==> src/rtl/serial_pattern_tx.sv <==
// Parallel-to-serial transmitter: accepts a word over valid/ready and shifts it out
// MSB-first. After each word it holds a programmable idle gap and strobes frame completion.
module serial_pattern_tx #(
    parameter int WIDTH      = 8,
    parameter int GAP_CYCLES = 2
) (
    input  logic             Clk,
    input  logic             Reset_n,
    input  logic [WIDTH-1:0] Load_Data,
    input  logic             Load_Valid,
    output logic             Load_Ready,
    output logic             D,
    output logic             D_Valid,
    output logic             Busy,
    output logic             Frame_Done,
    output logic [7:0]       Frame_Count
);

    // state | meaning
    // IDLE  | ready for a word, line held at 0
    // SHIFT | driving word bits MSB-first, one per cycle
    // GAP   | post-frame idle cycles, line held at 0
    localparam logic [1:0] ST_IDLE  = 2'd0;
    localparam logic [1:0] ST_SHIFT = 2'd1;
    localparam logic [1:0] ST_GAP   = 2'd2;

    localparam int             CNT_W    = $clog2(WIDTH);
    localparam logic [CNT_W-1:0] BIT_LAST = CNT_W'(WIDTH - 1);
    localparam logic [3:0]     GAP_LOAD = (GAP_CYCLES > 0) ? 4'(GAP_CYCLES - 1) : 4'd0;

    logic [1:0]       state;
    logic [WIDTH-1:0] shift_reg;
    logic [CNT_W-1:0] bit_cnt;
    logic [3:0]       gap_cnt;
    logic             accept;

    assign accept = Load_Valid && Load_Ready;

    always_ff @(posedge Clk or negedge Reset_n) begin
        if (!Reset_n) begin
            state       <= ST_IDLE;
            shift_reg   <= '0;
            bit_cnt     <= '0;
            gap_cnt     <= '0;
            Load_Ready  <= 1'b0;
            D           <= 1'b0;
            D_Valid     <= 1'b0;
            Busy        <= 1'b0;
            Frame_Done  <= 1'b0;
            Frame_Count <= 8'd0;
        end else begin
            Frame_Done <= 1'b0;
            case (state)
                ST_IDLE: begin
                    Load_Ready <= 1'b1;
                    if (accept) begin
                        // MSB goes straight to D; the register holds the remaining bits
                        state      <= ST_SHIFT;
                        shift_reg  <= {Load_Data[WIDTH-2:0], 1'b0};
                        D          <= Load_Data[WIDTH-1];
                        D_Valid    <= 1'b1;
                        Busy       <= 1'b1;
                        Load_Ready <= 1'b0;
                        bit_cnt    <= '0;
                    end
                end
                ST_SHIFT: begin
                    if (bit_cnt == BIT_LAST) begin
                        D           <= 1'b0;
                        D_Valid     <= 1'b0;
                        Frame_Done  <= 1'b1;
                        Frame_Count <= Frame_Count + 8'd1;
                        if (GAP_CYCLES > 0) begin
                            state   <= ST_GAP;
                            gap_cnt <= GAP_LOAD;
                        end else begin
                            state      <= ST_IDLE;
                            Busy       <= 1'b0;
                            Load_Ready <= 1'b1;
                        end
                    end else begin
                        D         <= shift_reg[WIDTH-1];
                        shift_reg <= {shift_reg[WIDTH-2:0], 1'b0};
                        bit_cnt   <= bit_cnt + CNT_W'(1);
                    end
                end
                ST_GAP: begin
                    if (gap_cnt == 4'd0) begin
                        state      <= ST_IDLE;
                        Busy       <= 1'b0;
                        Load_Ready <= 1'b1;
                    end else begin
                        gap_cnt <= gap_cnt - 4'd1;
                    end
                end
                default: begin
                    state      <= ST_IDLE;
                    D          <= 1'b0;
                    D_Valid    <= 1'b0;
                    Busy       <= 1'b0;
                    Load_Ready <= 1'b0;
                end
            endcase
        end
    end

endmodule

==> config.mk <==
export PLATFORM = sky130hd
export DESIGN_NAME = serial_pattern_tx
export DESIGN_NICKNAME = d
export VERILOG_FILES = /design/src/rtl/serial_pattern_tx.sv
export SDC_FILE = /design/constraint.sdc
export NUM_CORES = 1
export LEC_CHECK = 0
export ABC_AREA = 1
export CAP_MARGIN = 20
export CELL_PAD_IN_SITES_DETAIL_PLACEMENT = 1
export CELL_PAD_IN_SITES_GLOBAL_PLACEMENT = 2
export CORE_MARGIN = 3
export CORE_UTILIZATION = 33
export CTS_CLUSTER_DIAMETER = 120
export DETAILED_ROUTE_END_ITERATION = 6
export PLACE_DENSITY_LB_ADDON = 0.05
export SETUP_SLACK_MARGIN = 0.02
export SLEW_MARGIN = 20
export SYNTH_ARGS = -nofsm -noshare
export SYNTH_HDL_FRONTEND = slang
export SYNTH_SLANG_ARGS = --single-unit
==> constraint.sdc <==
create_clock -name Clk -period 3.64 [get_ports Clk]
set_input_delay 0.364 -clock Clk [delete_from_list [all_inputs] [get_ports Clk]]
set_output_delay 0.364 -clock Clk [all_outputs]
set_load 0.005 [all_outputs]
==> impl.org, run 1 <==
#+TITLE: Physical design notes

** Layout
- The layout summary lists the proportion of cells stronger than drive strength 1 as 10.2%.

** Route
- Vias after detailed routing :: 1,178
- The script logs the mean routed wire length per placed instance as 13.2 µm.

** Global route
- Entering global routing, the biggest net connects 30 pins.

** Worst setup path
- Delay-heaviest family, CP :: buffers and inverters
- CP bufs+invs :: 1
- Critical-path maximum fanout :: 5
- Cells traversed along the worst timing path :: clkdlybuf4s50_1

** Run status
- The flow ran to the end, and the final reports show no timing, DRC or antenna violations.

** Die
- Chip Width :: 71.4 µm
- Per the OpenROAD floorplan log, the height of the die is 71.4 µm.
- Number of core rows :: 23

** Logic synthesis
- The mapped netlist covers 1410 µm².
- Yosys cell count :: 167
- Synth Area per Inst :: 8.46 µm²

** Clocking
- Looking at the post-CTS report, the setup buffer insertion count equals 0.
- After clock tree synthesis, the flow added hold-fix buffers numbering 0.
- Sink Count :: 29
- After clock tree synthesis, the repair step resized 0 gates.

** Pwr
- Final Total Pwr :: 1.31 mW
- Power share of the sequential group :: 39.3%
- Switching fraction of total power :: 39.7%

** Run
- Number of warning messages in the logs :: 26

** Timing
- Final period utilization :: 44.7%
- Worst Tran Pin Value :: 0.383 ns
## run 1: logic make-up (layout without fill, tap and decap cells)
group	after synthesis	in the layout	share of synthesized area, %
flops	29	29	51.4
buf+inv	23	53	7.35
fa+ha+maj	4	4	3.54
xor+xnor	5	5	3.10
compound gates	22	22	8.68
simple gates	84	84	26.0
## run 1: how the worst max path moves through the flow
stage | slack (ns) | to | cells past startpoint | startpoint
after floorplan | 2.25 | shift_reg[1] | 7 | bit_cnt[0]
after global placement | 2.17 | shift_reg[1] | 5 | Load_Valid
after detailed placement | 2.10 | gap_cnt[0] | 7 | gap_cnt[0]
after CTS | 1.99 | Frame_Count[2] | 1 | Frame_Count[2]
after global routing | 1.94 | Frame_Count[2] | 1 | Frame_Count[2]
final | 2.01 | Frame_Count[2] | 1 | Frame_Count[2]
## run 1: layout make-up
class / instances / share of cell area (%)
clock buffer: 5 / 3.88
clock inverter: 3 / 0.987
inverter: 21 / 4.44
multi-input combinational: 115 / 32.9
sequential: 29 / 40.9
tap: 50 / 3.53
timing repair buffer: 24 / 13.4
## run 1: Yosys cell counts, drive strengths merged
cell type  instances  area share, %
xor2               1           0.62
a22oi              1           0.53
nor2               8            3.0
ha                 4            3.5
o21ai             19            7.3
nand3             13            5.0
nand4              1           0.44
nand2             62             18
buf                2            1.8
inv               21            5.6
o22ai              2           0.89
xnor2              4            2.5
dfrtp             29             51
## run 1: through the flow
stage                     instance area [µm²]  setup slack [ns]  util (%)  hold WS [ns]  cells
after floorplan                          1410              2.25         -        0.0684    167
after global placement                   1690              2.17      41.6         0.472    239
after detailed placement                 1690              2.10      41.6         0.467    239
after CTS                                1770              1.99      43.7         0.483    247
after global routing                     1770              1.94      43.7         0.511    247
final                                    1770              2.01      43.7         0.476    247
## run 1: metal layers
layer | vias up | GRT usage (%) | wire length (µm)
met1 | 570 | 18.7 | 1520
met5 | - | 0 | 0
met4 | 0 | 6.26 | 46
li1 | 584 | - | -
met3 | 6 | 4.77 | 147
met2 | 18 | 23.4 | 1550
## run 1: power groups by stage
stage	logic (mW)	clock network (mW)	registers, mW
6_report	0.536	0.258	0.514
5_1_grt	0.614	0.290	0.532
4_1_cts	0.549	0.272	0.516
3_5_place_dp	0.544	0	0.522
3_3_place_gp	0.512	0	0.517
2_1_floorplan	0.391	0	0.506
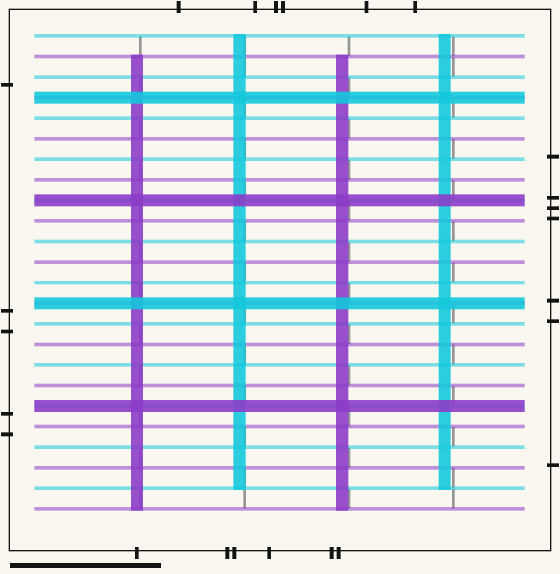
(run_1/floorplan.png)
Scale bar: 20 µm. Pins as bars on the die edge. Tap cells in gray.
Key: cyan = VDD; purple = VSS
24 met1 rails follow the rows. 4 straps on met5. 24 signal pins sit on the boundary.

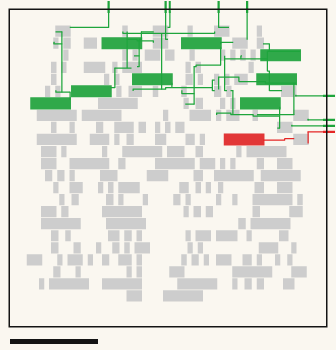
(run_1/port_trees.png)
Scale bar: 20 µm.
Key: green = Frame_Count [bits 8, direction output, edge 5 north, 3 east, end cells 8, buffers 8, wire 302 µm]; red = Frame_Done [bits 1, direction output, edge east, end cells 1, buffers 1, wire 13.4 µm]
port bufs: 23
IO Count: 24

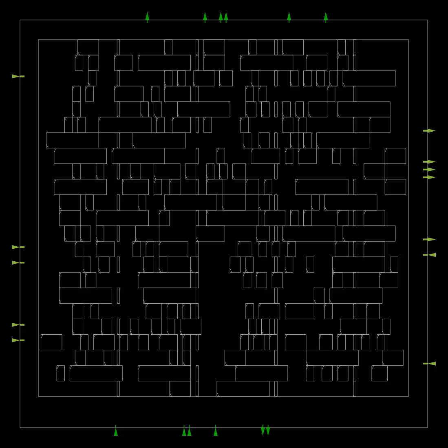
(run_1/placed.png)
tapcell count: 50
registers: 29
post-layout utilization of the core: 43.7%
core area: 4060 µm²

## Run 2: what changed since run 1
Settings changed: CORE_UTILIZATION 33 to 28.
Clock period 3.64 ns to 1.32 ns, I/O delays scaled along.
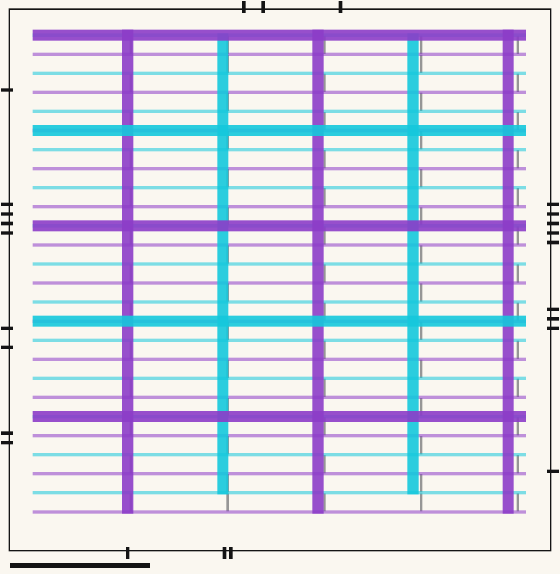
(run_2/floorplan.png)
Scale bar: 20 µm. Pins as bars on the die edge. Tap cells in gray.
Key: purple = VSS; cyan = VDD
5 straps on met5. 26 met1 rails follow the rows.
Chip Width: 77.0 µm
Die H: 77.0 µm
maximum resistive drop on vdd: 651 µV
core area: 4790 µm²

==> impl.org, run 2 <==
#+TITLE: Physical design notes

** Worst setup path
- Critical-path maximum fanout :: 4
- CP bufs+invs :: 3
- Cells traversed along the worst timing path :: ha_2, ha_4, inv_6, nor2_4, buf_12, buf_4, nand2_2, nand2_1
- Delay-heaviest family, CP :: flip-flops

** Placement
- Per the post-place timing report, worst setup slack is -0.0798 ns.
- Port bufs :: 23

** Global route
- Entering global routing, the biggest net connects 30 pins.

** Logic synthesis
- The cell type that accounts for the most area after synthesis is dfrtp_1.
- The synthesis report lists the most area-consuming cells as dfrtp_1 51%, nand2_1 15%, o21ai_0 5.7%, inv_1 5.3%, nand3_1 4.3%.
- The commonest register cell is dfrtp_1.
- Count of flip-flops with a built-in enable after synthesis :: 0
- A synthesized cell averages 8.46 µm².
- Most frequent cell after synthesis :: nand2_1
- After synthesis, the design contains 167 cells according to Yosys.
- Leading post-synthesis cells by instance count :: 58 x nand2_1, 29 x dfrtp_1, 20 x inv_1, 16 x o21ai_0, 12 x nand3_1
- Ys async rst share :: 100%
- Fraction of synthesized cell area taken by the top area cell type :: 51.4%

** Run status
- Run status :: finished with violations
- The checks that failed: setup timing.

** Timing
- Final setup violation count :: 1
- The transition time recorded at the tightest slew-check pin is 0.248 ns.
- Setup WS post-layout :: -0.0209 ns
- Post-route period utilization is reported as 102%.

** Die
- After floorplanning, the core was divided into 25 placement rows.

** Layout
- The post-route netlist has 28.9% of its cells at a drive strength greater than 1.

** Clocking
- Sink Count :: 29

** Route
- In the final routed layout, each cell accounts on average for 13.1 µm.
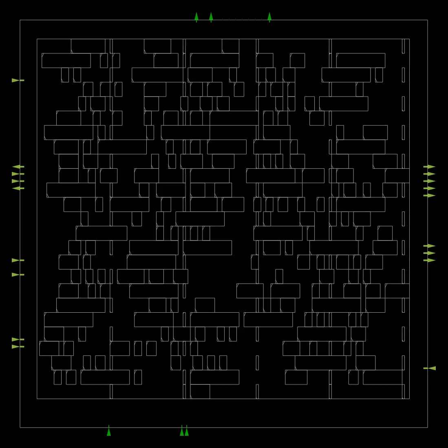
(run_2/placed.png)
post-layout utilization of the core: 45.2%
tapcell count: 67
count of placed standard cells in the final layout, fillers left out: 285

[run 2: cell counts after synthesis]
No cell type changed its count.
[run 2: routing by layer]
layer | part of all wire (%) | up-vias | GRT usage [%]
li1 | - | 627 | -
met1 | 42 | 606 | 14.3
met2 | 53 | 24 | 25.2
met3 | 4.4 | 6 | 4.46
met4 | 1.2 | 0 | 5.34
met5 | 0 | - | 0
[run 2: report_power, final]
group	internal [mW]	switching, mW	total, mW
combinational	1.00	1.17	2.17
clock	0.413	0.317	0.730
sequential	1.22	0.209	1.42
[run 2: kinds of logic after synthesis]
kind of cell             share of synthesized area, %
XOR/XNOR                                         3.10
AND/OR/NAND/NOR                                  26.0
adder cells (fa/ha/maj)                          3.54
flip-flops                                       51.4
AND-OR/OR-AND                                    8.68
buffers and inverters                            7.35
[run 2: worst max path at each step]
stage                           from             end  slack (ns)  cells after the start
after floorplan           bit_cnt[0]    shift_reg[1]        0.03                      7
after global placement    bit_cnt[0]  Frame_Count[5]        0.02                      7
after detailed placement  bit_cnt[0]  Frame_Count[5]       -0.08                      7
after CTS                 bit_cnt[1]  Frame_Count[4]       -0.02                      8
after global routing      bit_cnt[0]  Frame_Count[2]       -0.07                      7
final                     bit_cnt[0]  Frame_Count[4]       -0.02                      8
[run 2: final cells by class]
| class | count | area share (%) |
|---|---|---|
| sequential | 29 | 33.8 |
| multi-input combinational | 116 | 33.4 |
| timing repair buffer | 45 | 21.1 |
| clock buffer | 7 | 4.00 |
| inverter | 21 | 3.88 |
| tap | 67 | 3.88 |
[run 2: metrics by stage]
step | std cells | area, µm² | TNS, ns | power, mW
after CTS | 283 | 2030 | -0.0233 | 4.17
final | 285 | 2160 | -0.0209 | 4.33
after floorplan | 167 | 1420 | 0 | 2.49
after global placement | 263 | 1790 | 0 | 3.03
after detailed placement | 263 | 1790 | -0.181 | 3.10
after global routing | 285 | 2160 | -0.222 | 4.73
[run 2: timing repair]
item,CTS,global route
hold buffers,0,0
gates cloned,1,0
pin swaps,4,7
endpoints found under the setup margin,21,30
setup buffers,12,2
gates resized,12,40
## Run 3: what changed since run 2
==> constraint.sdc (replaced) <==
create_clock -name Clk -period 1.32 [get_ports Clk]
set_input_delay 0.264 -clock Clk [delete_from_list [all_inputs] [get_ports Clk]]
set_output_delay 0.264 -clock Clk [all_outputs]
set_load 0.005 [all_outputs]
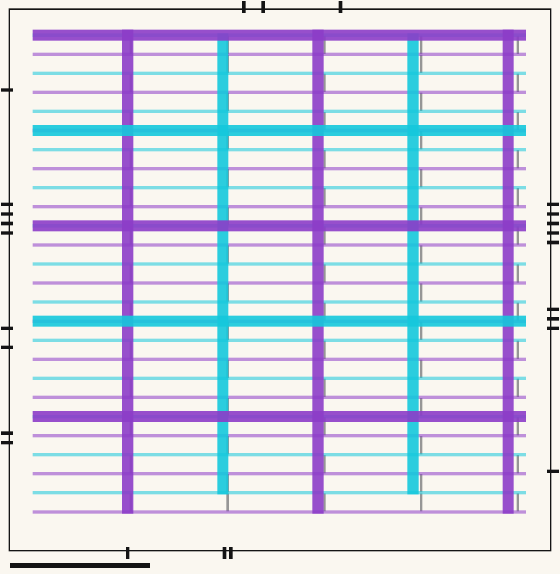
(run_3/floorplan.png)
Scale bar: 20 µm. Pins as bars on the die edge. Tap cells in gray.
Key: cyan = VDD; purple = VSS
26 met1 rails follow the rows. The core has 25 rows. 5 straps on met5.
maximum resistive drop on vdd: 736 µV

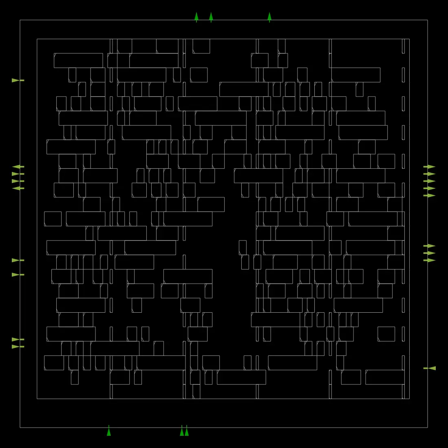
(run_3/placed.png)
sequential portion of the cell area: 34.7%
number of core rows: 25

==> impl.org, run 3 <==
#+TITLE: Physical design notes

** Timing
- Final setup violation count :: 1
- Setup slack on the critical path of the routed design comes to -0.0143 ns.
- Setup TNS :: -0.0143 ns
- Final period utilization :: 101%
- Hold is met by 0.353 ns.
- Looking at the max-slew report, the worst-margin pin has a slew of 0.220 ns.

** Worst setup path
- Cells traversed along the worst timing path :: ha_2, ha_4, inv_4, nor2_4, nand2_4, o21ai_2, nand2_1
- CP bufs+invs :: 1

** Route
- Per the detail_route report, routed wire per instance is 12.9 µm.
- Summing over every cut layer, the via total after detailed routing is 1,275.

** Layout
- Count of placed standard cells in the final layout, fillers left out :: 288
- Per the final layout report, the fraction of cells sized above drive strength 1 comes to 26.2%.
- Summing all non-filler instances in the final layout gives an area of 2100 µm².
- Post-layout utilization of the core :: 43.9%

** Logic synthesis
- Yosys mapped a number of flops with a built-in enable equal to 0.
- Sorting the synthesized cells by how often they occur yields 58 x nand2_1, 29 x dfrtp_1, 20 x inv_1, 16 x o21ai_0, 12 x nand3_1.
- The mapped netlist covers 1410 µm².
- The synthesis report lists the most area-consuming cells as dfrtp_1 51%, nand2_1 15%, o21ai_0 5.7%, inv_1 5.3%, nand3_1 4.3%.

** Run status
- Violations in the final reports :: setup timing
- Run status :: finished with violations
==> run 3: netlist changes by cell type in the layout (fill, tap and decap cells not counted), sizes merged <==
cell,delta
buf,+3
clkdlybuf4s50,-1
dlygate4sd2,+10
dlymetal6s2s,-9
==> run 3: final timing paths <==
kind                             from        endpoint  cells past startpoint  slack (ns)
min in group Clk                 Busy            Busy                      2        0.48
max in group asynchronous     Reset_n        state[0]                      2        0.79
setup / recovery           bit_cnt[1]  Frame_Count[5]                      7       -0.01
setup reg to reg           bit_cnt[1]  Frame_Count[5]                      7       -0.01
hold / removal                Reset_n         D_Valid                      2        0.35
hold reg to reg                  Busy            Busy                      2        0.48
==> run 3: cell type report <==
class,instances,area [µm²]
inverters,21,81.3
well taps,67,83.8
flip-flops and latches,29,728
clock buffers,7,86.3
multi-input cells,116,698
fillers,560,2690
repair buffers,48,422
==> run 3: cell families after synthesis <==
family          Yosys count  share of synthesized area [%]
compound gates           22                           8.68
buf+inv                  23                           7.35
simple gates             84                           26.0
xor+xnor                  5                           3.10
fa+ha+maj                 4                           3.54
flops                    29                           51.4
==> run 3: per-layer routing <==
layer  GRT usage (%)  routed length, µm  vias up
li1                -                  -      637
met1            16.4               1690      614
met2            23.3               1870       22
met3            3.99                124        2
met4            4.27                 15        0
met5               0                  0        -
==> run 3: report_power, final <==
part	switching, mW	internal [mW]	total [mW]
clock network	0.322	0.413	0.734
logic	1.14	0.930	2.07
registers	0.182	1.21	1.39
==> run 3: what timing repair did <==
| item | 4_1_cts | 5_1_grt |
|---|---|---|
| hold buffers | 0 | 0 |
| setup buffers | 8 | 1 |
| gates cloned | 1 | 0 |
| pin swaps | 2 | 5 |
| resized | 22 | 23 |
| endpoints found under the setup margin | 25 | 25 |
==> run 3: worst reg2reg max path, stage by stage (launching register included) <==
cell and delay, ns:
dfrtp_1 0.36, ha_2 0.20, ha_4 0.14, inv_4 0.05, nor2_4 0.18, nand2_4 0.09, o21ai_2 0.11, nand2_1 0.07

## Gallery

Cell density map.
shot_01.png
Scale bar: 20 µm. The die is cut into 7 by 7 equal tiles; white is low, dark blue is high, 0 to 100% covered.
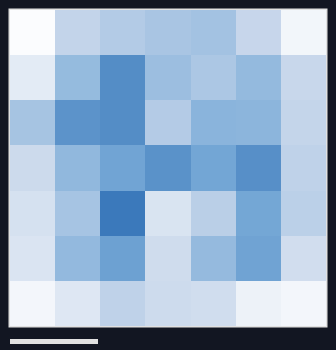
shot_02.png
Scale bar: 20 µm. The die is cut into 8 by 8 equal tiles; white is low, dark blue is high, 0 to 100% covered.
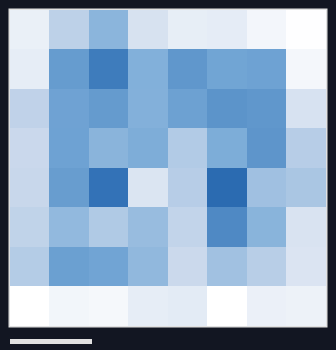
The one with the largest die is shot_02.png.
shot_01.png is run 1.
shot_02.png is run 3.

Power figures rest on the tool's default switching activity, not on a simulated workload.
